==> config.mk <==
export PLATFORM = sky130hd
export DESIGN_NAME = tms9918_vram_arbiter_flat
export DESIGN_NICKNAME = d
export VERILOG_FILES = /design/src/rtl/tms9918_vram_pkg.sv /design/src/rtl/tms9918_vram_arbiter_if.sv /design/src/rtl/tms9918_vram_wbuf.sv /design/src/rtl/tms9918_vram_arbiter.sv /design/src/flat_wrapper.sv
export SDC_FILE = /design/constraint.sdc
export NUM_CORES = 1
export LEC_CHECK = 0
export ABC_AREA = 1
export CAP_MARGIN = 20
export CORE_MARGIN = 2
export CORE_UTILIZATION = 48
export CTS_CLUSTER_SIZE = 20
export DETAILED_ROUTE_END_ITERATION = 12
export GPL_TIMING_DRIVEN = 0
export PLACE_DENSITY = 0.8
export SETUP_SLACK_MARGIN = 0.15
export SKIP_LAST_GASP = 1
export SYNTH_ARGS = -nofsm -noshare
export SYNTH_HDL_FRONTEND = slang
export SYNTH_HIERARCHICAL = 1
export SYNTH_SLANG_ARGS = --single-unit
==> constraint.sdc <==
create_clock -name clk -period 3.8 [get_ports clk]
set_clock_uncertainty 0.2 [all_clocks]
set_input_delay 0.57 -clock clk [delete_from_list [all_inputs] [get_ports clk]]
set_output_delay 0.57 -clock clk [all_outputs]
set_load 0.02 [all_outputs]
Fig. 1: run 1, local utilization
Bar = 20 µm. 9 x 9 tiles, from dark purple (low) to yellow (high), 0 to 100% covered.
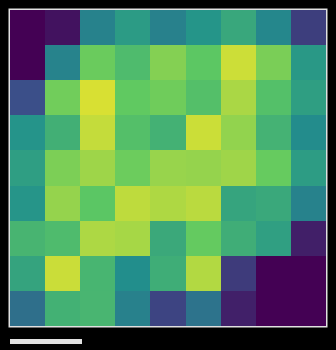
fullest tile	94%
nearly empty tiles	7.4%
tiles over 75% full	35%
emptiest ninth of the die	south-east
core box area: 0.00683 mm²
Initial Util: 49.7%
final core utilization: 68.5%

Fig. 2: run 1, metal layers overlaid
Two of the layers only.
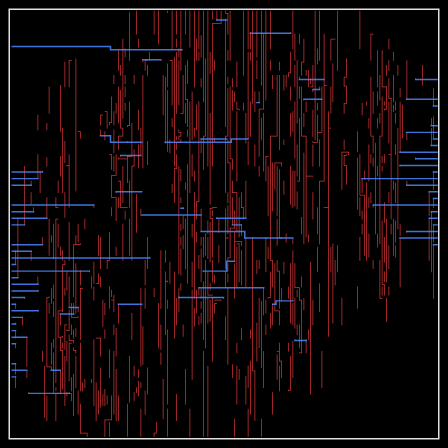
layer	colour	wire length
metal 2	red	3810 µm
metal 3	blue	429 µm
via count: 2722
WL final: 7660 µm
GRT Total Usage: 21.0%

Fig. 3: run 1, where the registers sit
Bar = 20 µm. Other sequential cells in the stronger grey, the rest of the logic in the fainter grey.
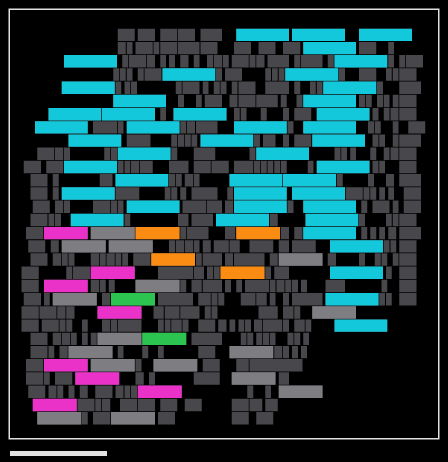
netlist name	colour	sequential cells
`u_core/tag`	green	2
`u_core/bus.cpu_rdata`	magenta	8
`u_core/stall_cnt`	orange	4
`u_core/u_wbuf/mem`	cyan	44
not coloured	16
seq pwr: 0.00122 W
Seq/total area: 44.3%
register area: 0.00207 mm²

==> job_summary.md, run 1 <==
### Yosys + OpenROAD results

| Metric | Value |
|---|---|
| Crit Path Max Fanout | `14` |
| Vias/cell | `4.88` |
| Worst min path class | `reg -> reg` |
| Share of cells above drive strength 1 | `10.4%` |
| Place WS | `-0.219 ns` |
| R2r worst-path depth | `14` |
| Minimum clock period | `3.51 ns` |
| Drt first pass iters | `4` |
| Worst hold path stage count | `1` |
| Largest net degree at the start of global routing | `23` |
| Critical path's largest stage delay | `0.60 ns` |
| Status | `complete, no violations` |
| Final GP Congestion | `0.722` |
| Drc violations | `0` |
| Lkg Pwr | `2.25 nW` |
| Port Buffers | `91` |
| Clock tree from TritonCTS | `yes` |
| Initial antenna violation count | `0` |
| Slew Viols, Final | `0` |
| Worst Setup Start Kind | `input port` |
| Clk sink count | `74` |
| Maximum vdd drop | `418 µV` |
| Final setup violation count | `0` |
| TritonCTS Buffers | `9` |
| CP endpoint kind | `output port` |
| Mapped Cells | `351` |
| Syn-to-layout area delta | `37.9%` |
| Worst path arrival time | `2.74 ns` |
| Post-DRT Antenna Nets | `0` |
## run 1: where the power goes
part / switching, W / internal [W] / leakage (nW) / total [W]
clock: 0.000280 / 0.000303 / 0.0933 / 0.000583
sequential: 0.000107 / 0.00112 / 0.781 / 0.00122
combinational: 0.000851 / 0.000560 / 1.38 / 0.00141
total: 0.00124 / 0.00198 / 2.25 / 0.00322
## run 1: routing by layer
| metal | global-route usage, % | part of all wire, % | vias up |
|---|---|---|---|
| li1 | - | - | 1325 |
| met1 | 26.1 | 43 | 1287 |
| met2 | 35.6 | 50 | 100 |
| met3 | 4.62 | 5.6 | 10 |
| met4 | 8.54 | 1.5 | 0 |
| met5 | 0 | 0 | - |
## run 1: critical path: cells and delay by family
kind | cells | cell delay [ns]
simple gates | 6 | 0.79
buf+inv | 4 | 1.37
## run 1: through the flow
step	hold WS, ns	total power (W)	std cells
6_report	0.246	0.00322	558
5_1_grt	0.266	0.00343	558
4_1_cts	0.254	0.00323	556
3_5_place_dp	0.237	0.00264	539
3_3_place_gp	0.227	0.00260	538
2_1_floorplan	0.149	0.00209	351
## run 1: layout make-up
class                   count  area, µm²
fillers                   549       2150
flip-flops and latches     74       2070
multi-input cells         225       1080
repair buffers             95        976
inverters                  42        171
clock buffers              11        131
well taps                  96        120
plain buffers              10       76.3
clock inverters             5       56.3
## run 1: layout by cell type, fill, tap and decap left out
master,n
nand2_1,148
clkdlybuf4s50_1,80
edfxtp_1,44
inv_1,35
dfrtp_1,30
nand3_1,24
o21ai_0,16
dlymetal6s2s_1,11
clkbuf_8,9
nor2_1,9
nand4_1,5
clkbuf_1,4
nand2_4,4
nand2_2,4
buf_2,4
inv_2,3
nand3_4,3
xor2_1,3
buf_6,3
buf_4,3
clkinv_2,2
clkinvlp_4,2
nor2_8,2
buf_8,2
inv_4,2
ha_1,2
bufinv_16,1
clkinv_4,1
inv_6,1
nand3_2,1
a21boi_0,1
nor2_4,1
o22ai_1,1
o21bai_1,1
## run 1: repair_timing
item / CTS / global route
gates resized: 1 / 11
endpoints found under the setup margin: 39 / 15
buffers inserted: 1 / 2
pin swaps: 0 / 1
hold endpoints to repair: 0 / 0
hold buffers: 0 / 0
cloned: 0 / 0
Fig. 4: run 1, signal metal coverage by tile
18 x 18 tiles, from dark purple (low) to yellow (high), scaled to the fullest tile. Values are wire area over tile area, all layers added.
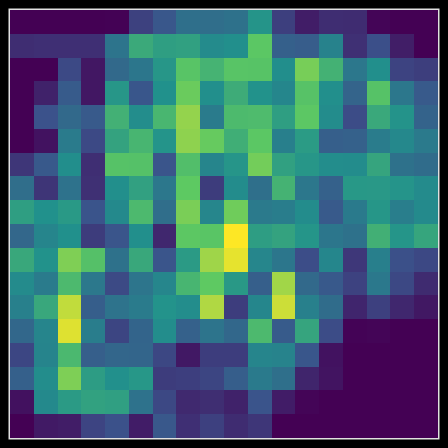

==> run 2: changes to the inputs <==
GPL_TIMING_DRIVEN = unset   (was 0)
Fig. 5: run 2, signal metal coverage by tile
18 x 18 tiles, from dark purple (low) to yellow (high), scaled to the fullest tile. Values are wire area over tile area, all layers added.
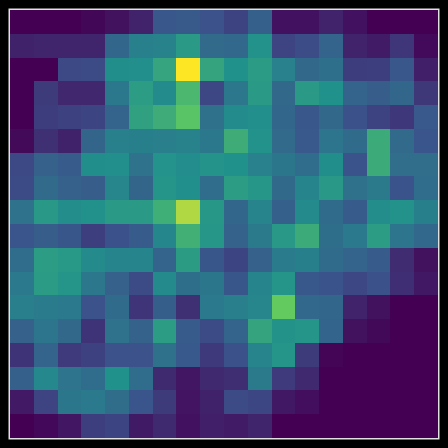
mean over tiles	0.16
fullest tile	0.56
emptiest ninth of the die	south-east
tiles over half the peak	15%
nearly empty tiles	12%
WL/cell: 14.4 µm
GRT Total Usage: 21.6%
WL final: 7950 µm
via count: 2746

Fig. 6: run 2, metal layers overlaid
Two of the layers only.
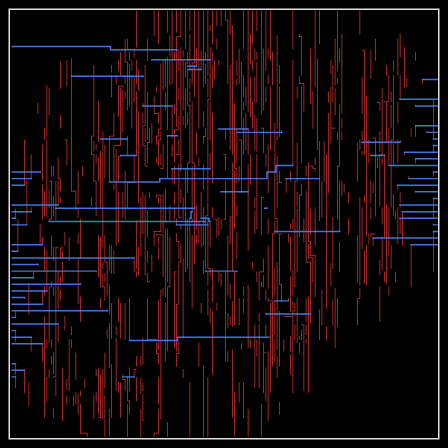
layer	colour	wire length
metal 2	red	4160 µm
metal 3	blue	573 µm

==> job_summary.md, run 2 <==
### Yosys + OpenROAD results

| Metric | Value |
|---|---|
| Status | `complete, no violations` |
| Minimum clock period | `3.50 ns` |
| Syn-to-layout area delta | `37.2%` |
| Total power | `0.00332 W` |
| Worst min path class | `reg -> reg` |
| Post-DRT Antenna Nets | `0` |
| Core box area | `0.00683 mm²` |
| Crit Path Max Fanout | `9` |
| Drc violations | `0` |
| Hold_ws | `0.266 ns` |
| Share of cells above drive strength 1 | `10.3%` |
| Maximum vdd drop | `422 µV` |
| Worst path arrival time | `2.73 ns` |
| Final GP Congestion | `0.787` |
| Initial Util | `49.7%` |
| Clock buffer depth | `2` |
| Clock tree from TritonCTS | `yes` |
| Final setup violation count | `0` |
| Combinational gate area | `0.00109 mm²` |
| Most numerous logic cell after layout | `nand2_1` |
| Vias/cell | `4.97` |
| Port Buffers | `91` |
| Largest net degree at the start of global routing | `25` |
| Hold_buf cts | `0` |
| Clk sink count | `74` |
| CP endpoint kind | `output port` |
| Layout Nets | `502` |
| Worst Setup Start Kind | `input port` |
| Initial antenna violation count | `0` |
| Required time of the critical path | `3.03 ns` |
| Lkg Pwr | `2.10 nW` |
| Clock latency on the worst-skew pair | `0.34 ns` |
| First-pass GRT wire length | `12700 µm` |
| Drt first pass iters | `4` |
| Relative slew margins | `68.4%` |
| Horiz. Die Dim | `88.1 µm` |
| Period utilization | `92.0%` |
| Top cells excl fill/tap | `148 x nand2_1, 90 x clkdlybuf4s50_1, 44 x edfxtp_1` |
| Slew Viols, Final | `0` |
| TritonCTS Buffers | `9` |
| Mapped Cells | `351` |
| R2r worst-path depth | `14` |
| Worst hold path stage count | `1` |
| Fill count | `535` |
Fig. 7: run 2, where the registers sit
Bar = 20 µm. Other sequential cells in the stronger grey, the rest of the logic in the fainter grey.
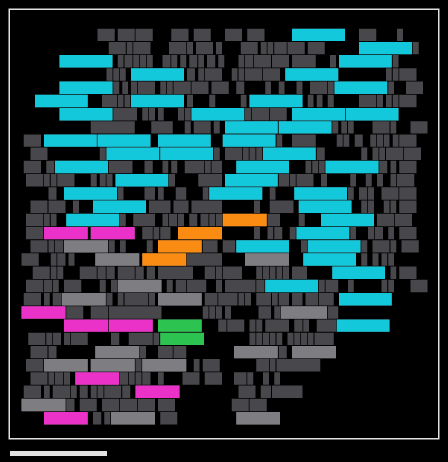
netlist name	colour	sequential cells
`u_core/bus.cpu_rdata`	magenta	8
`u_core/stall_cnt`	orange	4
`u_core/tag`	green	2
`u_core/u_wbuf/mem`	cyan	44
not coloured	16
seq pwr: 0.00123 W
final core utilization: 68.1%
register area: 0.00207 mm²

[run 2: power breakdown]
part           leakage, nW  internal (W)  switching [W]  total, W
registers            0.779       0.00111       0.000115   0.00123
logic                 1.20      0.000545       0.000859   0.00140
clock network        0.121      0.000393       0.000291  0.000685
total                 2.10       0.00205        0.00127   0.00332
[run 2: worst max-delay path, cell delays in order]
cell	delay (ns)
clkdlybuf4s50_1	0.53
clkinvlp_4	0.26
nand3_4	0.27
inv_6	0.07
nor2_4	0.24
nand2_1	0.09
nand3_1	0.09
clkdlybuf4s50_1	0.60
[run 2: layer usage]
metal,up-vias,share of wire (%),track usage [%],wire [µm]
met3,5,7.2,4.34,572
met1,1314,40,26.3,3170
met2,104,52,37.3,4160
met4,0,0.63,9.50,50
met5,-,0,0,0
li1,1323,-,-,-
[run 2: cell type report]
| class | count | area share (%) |
|---|---|---|
| inverters | 42 | 3.74 |
| multi-input cells | 226 | 23.4 |
| repair buffers | 97 | 20.6 |
| well taps | 96 | 2.58 |
| clock buffers | 12 | 3.90 |
| repair inverters | 1 | 0.108 |
| flip-flops and latches | 74 | 44.5 |
| clock inverters | 4 | 1.16 |
[run 2: through the flow]
stage	setup WS (ns)	std cells
6_report	0.303	552
5_1_grt	0.165	552
4_1_cts	0.152	550
3_5_place_dp	0.315	534
3_3_place_gp	0.364	534
2_1_floorplan	0.621	351
[run 2: repair_timing]
item,in CTS,in global routing
setup endpoints to repair,0,18
resized,0,5
setup buffers,0,0
Power is estimated from default activity; no workload was simulated.
